`src/rtl/armleocpu_scoreboard_if.sv`:
```
// Decode/execute/writeback handshake bundle for the register scoreboard.
//   master : pipeline side (drives decode fields, exe_ready, flush,
//            writeback, drain_req; observes issue/stall/drain/status)
//   slave  : scoreboard side
interface armleocpu_scoreboard_if #(
  parameter int CNT_W = 3
);
  logic             dec_valid;
  logic             dec_rs1_read;
  logic [4:0]       dec_rs1_addr;
  logic             dec_rs2_read;
  logic [4:0]       dec_rs2_addr;
  logic             dec_rd_write;
  logic [4:0]       dec_rd_addr;
  logic             dec_long;
  logic             exe_ready;
  logic             flush;
  logic             issue_valid;
  logic             dec_stall;
  logic             wb_valid;
  logic [4:0]       wb_rd_addr;
  logic             drain_req;
  logic             drain_ack;
  logic [CNT_W-1:0] pending_count;
  logic             sb_error;

  modport master (
    output dec_valid, dec_rs1_read, dec_rs1_addr, dec_rs2_read, dec_rs2_addr,
           dec_rd_write, dec_rd_addr, dec_long, exe_ready, flush,
           wb_valid, wb_rd_addr, drain_req,
    input  issue_valid, dec_stall, drain_ack, pending_count, sb_error
  );

  modport slave (
    input  dec_valid, dec_rs1_read, dec_rs1_addr, dec_rs2_read, dec_rs2_addr,
           dec_rd_write, dec_rd_addr, dec_long, exe_ready, flush,
           wb_valid, wb_rd_addr, drain_req,
    output issue_valid, dec_stall, drain_ack, pending_count, sb_error
  );
endinterface

```
`src/rtl/armleocpu_scoreboard.sv`:
```
// Register-hazard interlock between decode and execute.
// Tracks rd of issued long-latency ops until writeback, blocks issue on
// RAW/WAW hazards and on the outstanding-op limit, and offers a drain
// handshake for fences/serializing instructions.
// Ports:
//   clk, rst_n : clock, synchronous active-low reset
//   sb         : slave side of armleocpu_scoreboard_if (decode fields,
//                exe_ready, flush, writeback, drain, status outputs)
module armleocpu_scoreboard #(
  parameter int MAX_PENDING = 2,
  parameter int CNT_W       = 3
) (
  input  logic                   clk,
  input  logic                   rst_n,
  armleocpu_scoreboard_if.slave  sb
);
  localparam logic [0:0] RUN   = 1'b0;
  localparam logic [0:0] DRAIN = 1'b1;
  localparam logic [CNT_W-1:0] MAXC = CNT_W'(MAX_PENDING);

  logic [31:0]      busy, busy_nxt, clr_mask, hit_mask, set_mask, eff_busy;
  logic [CNT_W-1:0] cnt, cnt_nxt, cnt_eff;
  logic [0:0]       state;
  logic             wb_hit, wb_bad, hazard, limit, issue, fire, set_en;
  logic             ovf, unf, drain_ack_q, err_q;

  always_comb begin
    clr_mask = sb.wb_valid ? (32'd1 << sb.wb_rd_addr) : 32'd0;
    // Same-cycle writeback resolves the hazard (write-through regfile).
    eff_busy = busy & ~clr_mask;
    wb_hit   = sb.wb_valid & busy[sb.wb_rd_addr];
    wb_bad   = sb.wb_valid & ~busy[sb.wb_rd_addr];
    hazard   = (sb.dec_rs1_read & (sb.dec_rs1_addr != 5'd0) & eff_busy[sb.dec_rs1_addr])
             | (sb.dec_rs2_read & (sb.dec_rs2_addr != 5'd0) & eff_busy[sb.dec_rs2_addr])
             | (sb.dec_rd_write & (sb.dec_rd_addr  != 5'd0) & eff_busy[sb.dec_rd_addr]);
    cnt_eff  = cnt - {{(CNT_W-1){1'b0}}, wb_hit};
    limit    = sb.dec_long & (cnt_eff == MAXC);
    issue    = sb.dec_valid & ~hazard & ~limit & ~sb.flush & (state == RUN);
    fire     = issue & sb.exe_ready;
    set_en   = fire & sb.dec_long & sb.dec_rd_write & (sb.dec_rd_addr != 5'd0);
    set_mask = set_en ? (32'd1 << sb.dec_rd_addr) : 32'd0;
    hit_mask = wb_hit ? clr_mask : 32'd0;
    // Set is OR'd after the clear so a same-register collision keeps the bit.
    busy_nxt = ((busy & ~hit_mask) | set_mask) & ~32'd1;
    ovf      = set_en & ~wb_hit & (cnt == MAXC);
    unf      = wb_hit & ~set_en & (cnt == '0);
    cnt_nxt  = cnt;
    if (set_en & ~wb_hit)      cnt_nxt = cnt + 1'b1;
    else if (wb_hit & ~set_en) cnt_nxt = cnt - 1'b1;
  end

  always_ff @(posedge clk) begin
    if (!rst_n) begin
      busy        <= '0;
      cnt         <= '0;
      state       <= RUN;
      drain_ack_q <= 1'b0;
      err_q       <= 1'b0;
    end else begin
      busy        <= busy_nxt;
      cnt         <= cnt_nxt;
      drain_ack_q <= 1'b0;
      if (wb_bad | ovf | unf) err_q <= 1'b1;
      case (state)
        RUN: if (sb.drain_req) begin
          if (cnt == '0) drain_ack_q <= 1'b1;
          else           state       <= DRAIN;
        end
        default: if (cnt_nxt == '0) begin
          drain_ack_q <= 1'b1;
          state       <= RUN;
        end
      endcase
    end
  end

  assign sb.issue_valid   = issue;
  assign sb.dec_stall     = sb.dec_valid & ~issue & ~sb.flush;
  assign sb.drain_ack     = drain_ack_q;
  assign sb.pending_count = cnt;
  assign sb.sb_error      = err_q;
endmodule

```
`src/flat_wrapper.sv`:
```
// flat-port wrapper written by rule: the top's interface ports become plain ports
module armleocpu_scoreboard_flat 
#(
  parameter int MAX_PENDING = 2,
  parameter int CNT_W       = 3
)
  (clk, rst_n, sb_dec_valid, sb_dec_rs1_read, sb_dec_rs1_addr, sb_dec_rs2_read, sb_dec_rs2_addr, sb_dec_rd_write, sb_dec_rd_addr, sb_dec_long, sb_exe_ready, sb_flush, sb_wb_valid, sb_wb_rd_addr, sb_drain_req, sb_issue_valid, sb_dec_stall, sb_drain_ack, sb_pending_count, sb_sb_error);
  armleocpu_scoreboard_if #(.CNT_W(CNT_W)) sb_i ();
  input  logic clk;
  input  logic rst_n;
  input wire logic [$bits(sb_i.dec_valid)-1:0] sb_dec_valid;
  input wire logic [$bits(sb_i.dec_rs1_read)-1:0] sb_dec_rs1_read;
  input wire logic [$bits(sb_i.dec_rs1_addr)-1:0] sb_dec_rs1_addr;
  input wire logic [$bits(sb_i.dec_rs2_read)-1:0] sb_dec_rs2_read;
  input wire logic [$bits(sb_i.dec_rs2_addr)-1:0] sb_dec_rs2_addr;
  input wire logic [$bits(sb_i.dec_rd_write)-1:0] sb_dec_rd_write;
  input wire logic [$bits(sb_i.dec_rd_addr)-1:0] sb_dec_rd_addr;
  input wire logic [$bits(sb_i.dec_long)-1:0] sb_dec_long;
  input wire logic [$bits(sb_i.exe_ready)-1:0] sb_exe_ready;
  input wire logic [$bits(sb_i.flush)-1:0] sb_flush;
  input wire logic [$bits(sb_i.wb_valid)-1:0] sb_wb_valid;
  input wire logic [$bits(sb_i.wb_rd_addr)-1:0] sb_wb_rd_addr;
  input wire logic [$bits(sb_i.drain_req)-1:0] sb_drain_req;
  output wire logic [$bits(sb_i.issue_valid)-1:0] sb_issue_valid;
  output wire logic [$bits(sb_i.dec_stall)-1:0] sb_dec_stall;
  output wire logic [$bits(sb_i.drain_ack)-1:0] sb_drain_ack;
  output wire logic [$bits(sb_i.pending_count)-1:0] sb_pending_count;
  output wire logic [$bits(sb_i.sb_error)-1:0] sb_sb_error;
  assign sb_i.dec_valid = sb_dec_valid;
  assign sb_i.dec_rs1_read = sb_dec_rs1_read;
  assign sb_i.dec_rs1_addr = sb_dec_rs1_addr;
  assign sb_i.dec_rs2_read = sb_dec_rs2_read;
  assign sb_i.dec_rs2_addr = sb_dec_rs2_addr;
  assign sb_i.dec_rd_write = sb_dec_rd_write;
  assign sb_i.dec_rd_addr = sb_dec_rd_addr;
  assign sb_i.dec_long = sb_dec_long;
  assign sb_i.exe_ready = sb_exe_ready;
  assign sb_i.flush = sb_flush;
  assign sb_i.wb_valid = sb_wb_valid;
  assign sb_i.wb_rd_addr = sb_wb_rd_addr;
  assign sb_i.drain_req = sb_drain_req;
  assign sb_issue_valid = sb_i.issue_valid;
  assign sb_dec_stall = sb_i.dec_stall;
  assign sb_drain_ack = sb_i.drain_ack;
  assign sb_pending_count = sb_i.pending_count;
  assign sb_sb_error = sb_i.sb_error;
  armleocpu_scoreboard #(.MAX_PENDING(MAX_PENDING), .CNT_W(CNT_W)) u_core (.clk(clk), .rst_n(rst_n), .sb(sb_i));
endmodule
```
`config.mk`:
```
export PLATFORM = sky130hd
export DESIGN_NAME = armleocpu_scoreboard_flat
export DESIGN_NICKNAME = d
export VERILOG_FILES = /design/src/rtl/armleocpu_scoreboard_if.sv /design/src/rtl/armleocpu_scoreboard.sv /design/src/flat_wrapper.sv
export SDC_FILE = /design/constraint.sdc
export NUM_CORES = 1
export LEC_CHECK = 0
export ABC_CLOCK_PERIOD_IN_PS = 6600
export CAP_MARGIN = 15
export CORE_AREA = 2 2 108 110
export DETAILED_ROUTE_END_ITERATION = 6
export DIE_AREA = 0 0 110 112
export SKIP_LAST_GASP = 1
export SLEW_MARGIN = 20
export SYNTH_ARGS = -nofsm -noshare
export SYNTH_HDL_FRONTEND = slang
export SYNTH_SLANG_ARGS = --single-unit
```
`constraint.sdc`:
```
create_clock -name clk -period 6.6 [get_ports clk]
set_clock_uncertainty 0.15 [all_clocks]
set_input_delay 1.32 -clock clk [delete_from_list [all_inputs] [get_ports clk]]
set_output_delay 1.32 -clock clk [all_outputs]
set_load 0.01 [all_outputs]
```
Run 1, cell area per tile:
Scale bar: 20 microns. The die is cut into 11 by 11 equal tiles; black is low, pale yellow is high, 0 to 100% covered.
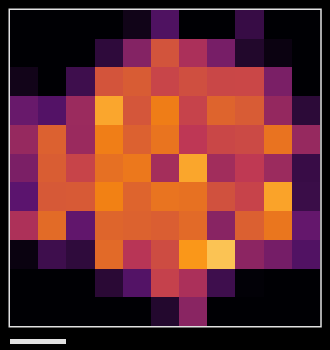
mean over tiles: 35%
emptiest ninth of the die: north-west
densest ninth of the die: center
fullest tile: 87%
tiles over 75% full: 4.1%

Run 1, routing congestion map:
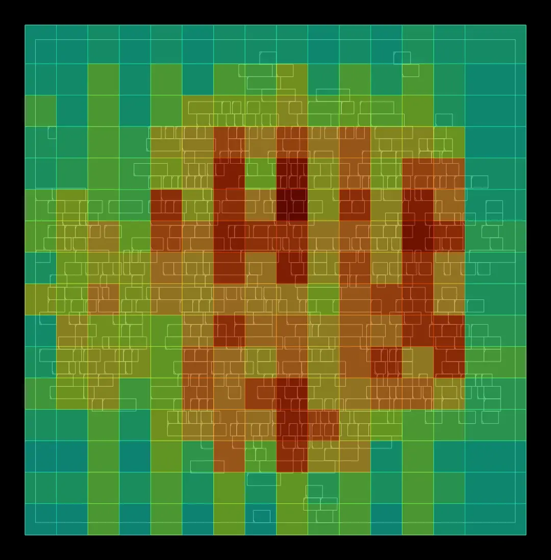
mean routed wirelength per cell: 21.3 microns
GR Util met2: 32.4%
global-route usage over all layers: 21.9%
layer with the highest usage: met2
met1 usage: 31.9%

Run 1, port wiring:
Scale bar: 20 microns.
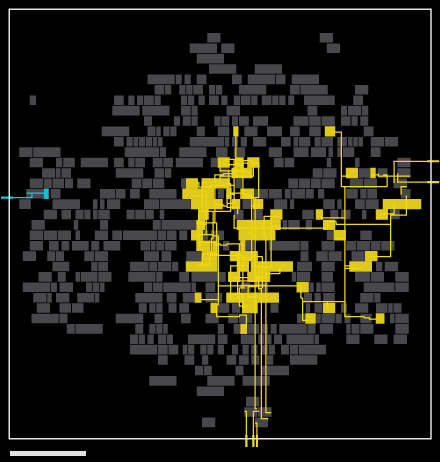
legend:
  sb_dec_stall:
    color: cyan
    bits: 1
    direction: output
    end_cells: 1
    buffers: 1
    wire: 11.2 microns
  sb_wb_rd_addr:
    color: yellow
    bits: 5
    direction: input
    end_cells: 55
    buffers: 11
    wire: 874 microns
Buffers on Ports: 37
IO Pins: 38

Run 1, cells colored by class:
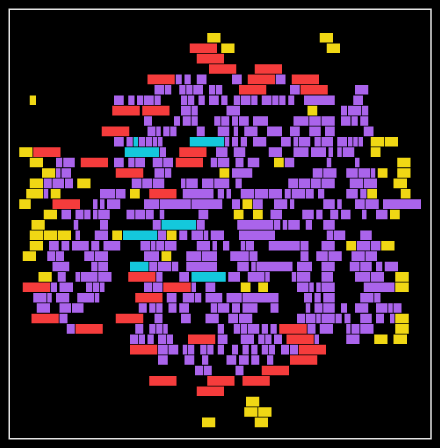
legend:
  other buffers and delay cells:
    color: yellow
    cells: 56
    share_of_their_area: 12%
  all other logic:
    color: purple
    cells: 385
    share_of_their_area: 67%
  flip-flops:
    color: red
    cells: 37
    share_of_their_area: 17%
  clock drivers and dummy loads:
    color: cyan
    cells: 7
    share_of_their_area: 3.3%

==> flow_summary_export.csv, run 1 <==
group,metric,value,unit
floorplanning,die_h,112,microns
critical_path,critPathTopFamily,"multiplexers",
min_path,worstHoldStart,"u_core.state",
timing,max-slew-margin-rel,51.2,%
finish,syn_to_final_growth,16.6,%
global_route,grt_pass1_vias,3825,
critical_path,reg2regPathDepth,14,
floorplanning,fp_util,34.2,%
critical_path,regToRegSetupSlack,2050,ps
synth,yosys-stat-area,3820,sq um
finish,fin_nets,521,
synth,syn_avg_cell_area,8.29,sq um
flow_run,warnings,30,
critical_path,startpoint,"sb_wb_rd_addr[0]",
synth,synth.cell_area,3820,sq um
finish,finalNonFillerCells,628,
finish,lay_top_count,"o21ai_0",
synth,fp_nets,497,
timing,setup_slack,233,ps
critical_path,path_buffers,4,
critical_path,critPathRequiredTime,5130,ps
place,pre_cts_ws,4.01,ps
synth,top_cell_area_share,19.4,%
critical_path,startpoint_type,"primary input",
global_route,grt_max_degree,40,
timing,rsz0062_at_grt,"no",
finish,lay_top_cells,"46 x o21ai_0, 37 x dfxtp_1, 34 x clkdlybuf4s50_1",
global_route,grt_pass1_wl,21100,microns
clock_tree,path_clk_slew,50,ps
min_path,hp-class,"reg -> reg",
place,place.gp.congestion,0.952,
timing,period_needed,6370,ps
floorplanning,die-area,12300,sq um
drt,vias_per_cell,6.47,
clock_tree,numCtsBuffers,5,
critical_path,path_class,"in -> out",
drt,drtPass1Iterations,5,
clock_tree,clock_tree.root_cell,"clkbuf_16",
synth,yosys_most_used_dff,"dfxtp_1",
outcome,status,"finished clean",
clock_tree,clk_path_buf_depth,2,
drt,ant_nets,0,
global_route,grt_antenna_before_repair,0,
synth,yosys.area.top_type,"dfxtp_1",
drt,wirelength,13400,microns
clock_tree,holdBufCountCts,0,
critical_path,crit_chain,"clkdlybuf4s50_1 > buf_4 > mux4_1 > mux4_2 > or2_1 > o311a_1 > ha_1 > and4b_1 > nor3_2 > o2111a_1 > o211ai_1 > nor2_1 > buf_4 > dlygate4sd2_1",
critical_path,endpoint_kind,"primary output",
critical_path,timing.rr.start,"u_core.busy[25]",
clock_tree,cts_tree,"built",
finish,fillers,1127,
critical_path,slowest_stage,"mux4_1",
timing,fin_tns_setup,0,ps
floorplanning,die_x,110,microns
synth,ys_seq_share,19.4,%
synth,synth_flops,37,
synth,syn_inst,461,
synth,ys_cells,461,
floorplanning,rows,39,
critical_path,crit_fanout,9,
critical_path,cp_common_cell,"buf_4",
critical_path,crit_arrival,4900,ps
drt,drcViolationCount,0,
timing,hold_violations,0,
finish,antennaDiodeCount,0,
==> run 1: cells in the mapped netlist, types with 5 or more instances <==
cell,count
nand3_1,19
a2111oi_0,5
o31ai_1,5
clkbuf_1,19
nand2b_1,10
buf_2,12
mux2i_1,33
o22ai_1,5
and2_1,20
nand3b_1,11
a21oi_1,6
nor3_1,20
mux4_2,7
o311ai_0,5
a31oi_1,6
a21boi_1,12
nand4_1,5
a311oi_1,10
dfxtp_1,37
o211ai_1,14
nand2_1,17
nor2_1,16
o21ai_0,46
ha_1,5
inv_1,16
a21boi_0,8
mux2_2,8
==> run 1: cell families after synthesis <==
kind of cell	share of synthesized area, %
buffers and inverters	6.97
adders and majority gates	2.16
DFF	19.4
AOI/OAI and AO/OA	28.4
xor gates and xnor gates	2.32
and+or+nand+nor	22.9
muxes	17.9
==> run 1: what timing repair did <==
| item | CTS | global route |
|---|---|---|
| gates resized | 1 | 2 |
| pin swaps | 1 | 1 |
| cloned | 0 | 0 |
| setup buffers | 0 | 2 |
| setup endpoints to repair | 1 | 1 |
==> run 1: through the flow <==
| stage | hold WS (ps) | power [uW] | instance area, sq um | utilization, % |
|---|---|---|---|---|
| 6_report | 369 | 651 | 4460 | 39.9 |
| 5_1_grt | 439 | 679 | 4460 | 39.9 |
| 4_1_cts | 371 | 652 | 4440 | 39.7 |
| 3_5_place_dp | 363 | 418 | 4300 | 38.5 |
| 3_3_place_gp | 345 | 416 | 4300 | 38.5 |
| 2_1_floorplan | 316 | 350 | 3820 | - |
==> run 1: flip-flops by register name, indices dropped and copies added, names as in the netlist <==
register and flops:
u_core.sb.sb_error 1, u_core.sb.drain_ack 1, u_core.busy 31, u_core.state 1, u_core.sb.pending_count 3
==> run 1: where the power goes <==
| part | switching, uW | internal, uW | total (uW) |
|---|---|---|---|
| clock network | 85.1 | 148 | 233 |
| registers | 8.20 | 230 | 238 |
| logic | 102 | 77.9 | 180 |
| total | 195 | 456 | 651 |
==> run 1: routing by layer <==
layer  wire length, microns  share of wire (%)
met1                   5670                 42
met2                   5900                 44
met3                   1360                 10
met4                    480                3.6
met5                      0                  0
==> run 1: cell type report <==
cell class | count | area [sq um] | share of cell area [%]
Timing Repair Buffer | 56 | 509 | 11.4
Inverter | 17 | 63.8 | 1.43
Sequential cell | 37 | 741 | 16.6
Clock buffer | 7 | 143 | 3.20
Tap cell | 143 | 179 | 4.01
Multi-Input combinational cell | 368 | 2820 | 63.3
==> run 1: tightest hold or removal path, cell delays in order, from the launching register on <==
cell and delay, ps:
dfxtp_1 340, nand2_1 60, o21ai_0 60
==> run 1: how the worst max path moves through the flow <==
stage                      to  slack, ps  cells after the start
6_report       sb_issue_valid        230                     14
5_1_grt        sb_issue_valid         40                     14
4_1_cts          sb_dec_stall         30                     14
3_5_place_dp   sb_issue_valid          4                     13
3_3_place_gp   sb_issue_valid        100                     13
2_1_floorplan    sb_dec_stall        820                     14
--- run 2 (diff from run 1) ---
ABC_AREA = 1   (was default)
CORE_AREA = 2 2 102 104   (was 2 2 108 110)
DIE_AREA = 0 0 104 106   (was 0 0 110 112)
==> run 2 against run 1 <==
Against the previous run:
- combinational power shrank 3%
- first-iteration DRC count fell by 13%
- non-clock buffer count fell by 13
- synthesized cell count grew 28%
- sequential power hardly changed
- clock-buffer cell count shrank 1
- worst hold slack improved by 11 ps
- global-route usage up 3.2 points
- wire length increased by 4.7%
- sequential share of layout area grew 2.3 points
- register-to-register slack better by 1000 ps
- cell area fell by 12%
- largest cell class unchanged
- largest power group unchanged
- highest routed layer unchanged
==> flow_summary_export.csv, run 2 <==
group,metric,value,unit
outcome,status,"finished clean",
finish,finalNonFillerCells,749,
synth,synth.cell_area,3370,sq um
critical_path,crit_arrival,4580,ps
critical_path,endpoint_kind,"primary output",
global_route,grt_max_degree,34,
clock_tree,clock_tree.root_cell,"clkbuf_8",
floorplanning,pin_count,38,
timing,period_needed,6050,ps
critical_path,path_class,"in -> out",
finish,largest_reg_flops,31,
critical_path,startpoint_type,"primary input",
finish,top_register,"u_core.busy",
place,place.gp.congestion,0.965,
floorplanning,die_h,106,microns
flow_run,warnings,30,
clock_tree,cts_resized,0,
critical_path,crit_fanout,7,
synth,yosys-top-cells-count,"167 x nand3_1, 157 x nand2_1, 50 x nor2_1",
synth,top_cell_area_share,24.8,%
global_route,grt_antenna_before_repair,0,
place,place_area,3820,sq um
floorplanning,rows,37,
synth,syn_inst,590,
place,io_buffer_count,37,
drt,vias_per_cell,5.76,
synth,top_cell,"nand3_1",
synth,fp_nets,626,
drt,wirelength,14000,microns
synth,ys_seq_share,22.0,%
finish,final_core_util,39.1,%
timing,holdWs,380,ps
synth,yosys_most_used_dff,"dfxtp_1",
synth,syn_avg_cell_area,5.71,sq um
clock_tree,numCtsBuffers,5,
timing,max-slew-margin-rel,30.9,%
## run 2: cell count changes after synthesis, sizes merged, moves of 19 or more
cell    previous run  this run
inv               16        44
mux2i             33         0
a21boi            20         1
and2              20         1
nand2             17       159
nand3             19       168
a21oi              6        45
nor2              16        56
o21ai             46         3
## run 2: worst max-delay path, cell delays in order
cell and delay, ps:
clkdlybuf4s50_1 610, nand2_2 150, inv_1 200, a22oi_1 130, nand3_1 90, nand3_1 80
nand3_1 100, nand2_1 80, nor2_1 270, ha_1 300, nand4_1 90, and2_0 180
inv_1 80, a21oi_4 140, nand2_1 70, nor2_1 130, clkdlybuf4s50_1 560
## run 2: path summary, 6_finish.rpt
check              startpoint              to  cells past startpoint  slack [ps]
min              u_core.state    u_core.state                      2         380
min reg2reg      u_core.state    u_core.state                      2         380
max reg2reg   u_core.busy[31]  u_core.busy[6]                     17        3050
max          sb_wb_rd_addr[1]  sb_issue_valid                     17         550
## run 2: final cells by class
| cell class | instances | area, sq um |
|---|---|---|
| inverters | 46 | 173 |
| repair buffers | 43 | 415 |
| well taps | 136 | 170 |
| flip-flops and latches | 37 | 741 |
| fillers | 1150 | 6090 |
| clock inverters | 2 | 10.0 |
| multi-input cells | 479 | 2320 |
| clock buffers | 6 | 72.6 |
## run 2: report_power, final
part	total (uW)	switching, uW	internal (uW)	leakage [uW]
Sequential	235	6.06	229	0.000299
Clock	157	83.7	73.3	0.0000450
Combinational	174	111	62.4	0.00114
## run 2: stage by stage
step	setup WS, ps	total power, uW
2_1_floorplan	1820	344
3_3_place_gp	654	412
3_5_place_dp	565	411
4_1_cts	544	563
5_1_grt	291	594
6_report	554	565
## run 2: layer usage
| metal | share of wire [%] | wire length (microns) | vias up | track usage, % |
|---|---|---|---|---|
| met1 | 44 | 6170 | 1980 | 34.3 |
| li1 | - | - | 2050 | - |
| met3 | 8.3 | 1170 | 49 | 3.37 |
| met4 | 5.7 | 803 | 0 | 14.1 |
| met5 | 0 | 0 | - | 0 |
| met2 | 42 | 5910 | 236 | 38.1 |
## run 2: cells by family after synthesis
group,Yosys count,synth area share [%]
simple gates,408,55.6
buf+inv,74,9.06
compound gates,66,11.5
flops,37,22.0
fa+ha+maj,5,1.86
Run 2, port wiring:
Scale bar: 20 microns.
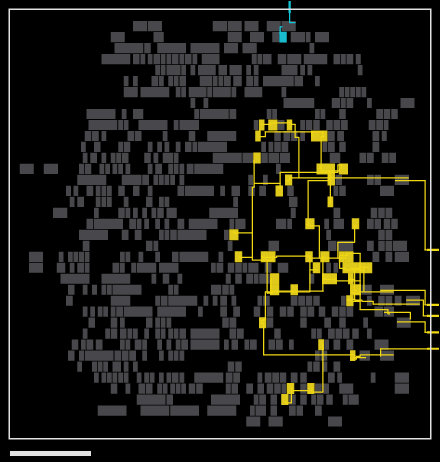
legend:
  sb_wb_rd_addr:
    color: yellow
    bits: 5
    direction: input
    end_cells: 42
    buffers: 7
    wire: 551 microns
  sb_dec_stall:
    color: cyan
    bits: 1
    direction: output
    end_cells: 1
    buffers: 1
    wire: 6.40 microns

Run 2, PDN straps and rails:
Scale bar: 20 microns. Pins as bars on the die edge.
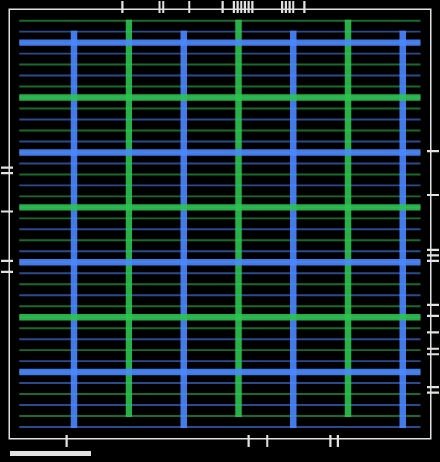
legend:
  VSS:
    color: blue
  VDD:
    color: green
met1 rails: 38
signal pins: 38

Run 2, cells colored by class:
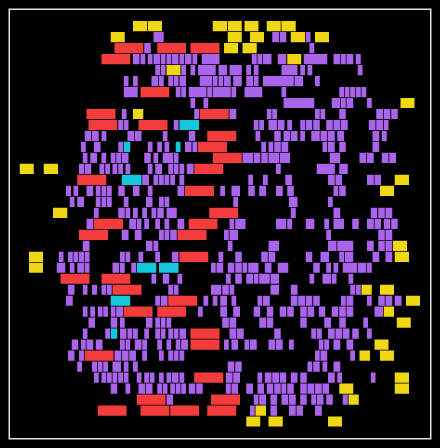
Finished Cell Area: 3910 sq um
Core Area: 10000 sq um

Power figures rest on the tool's default switching activity, not on a simulated workload.
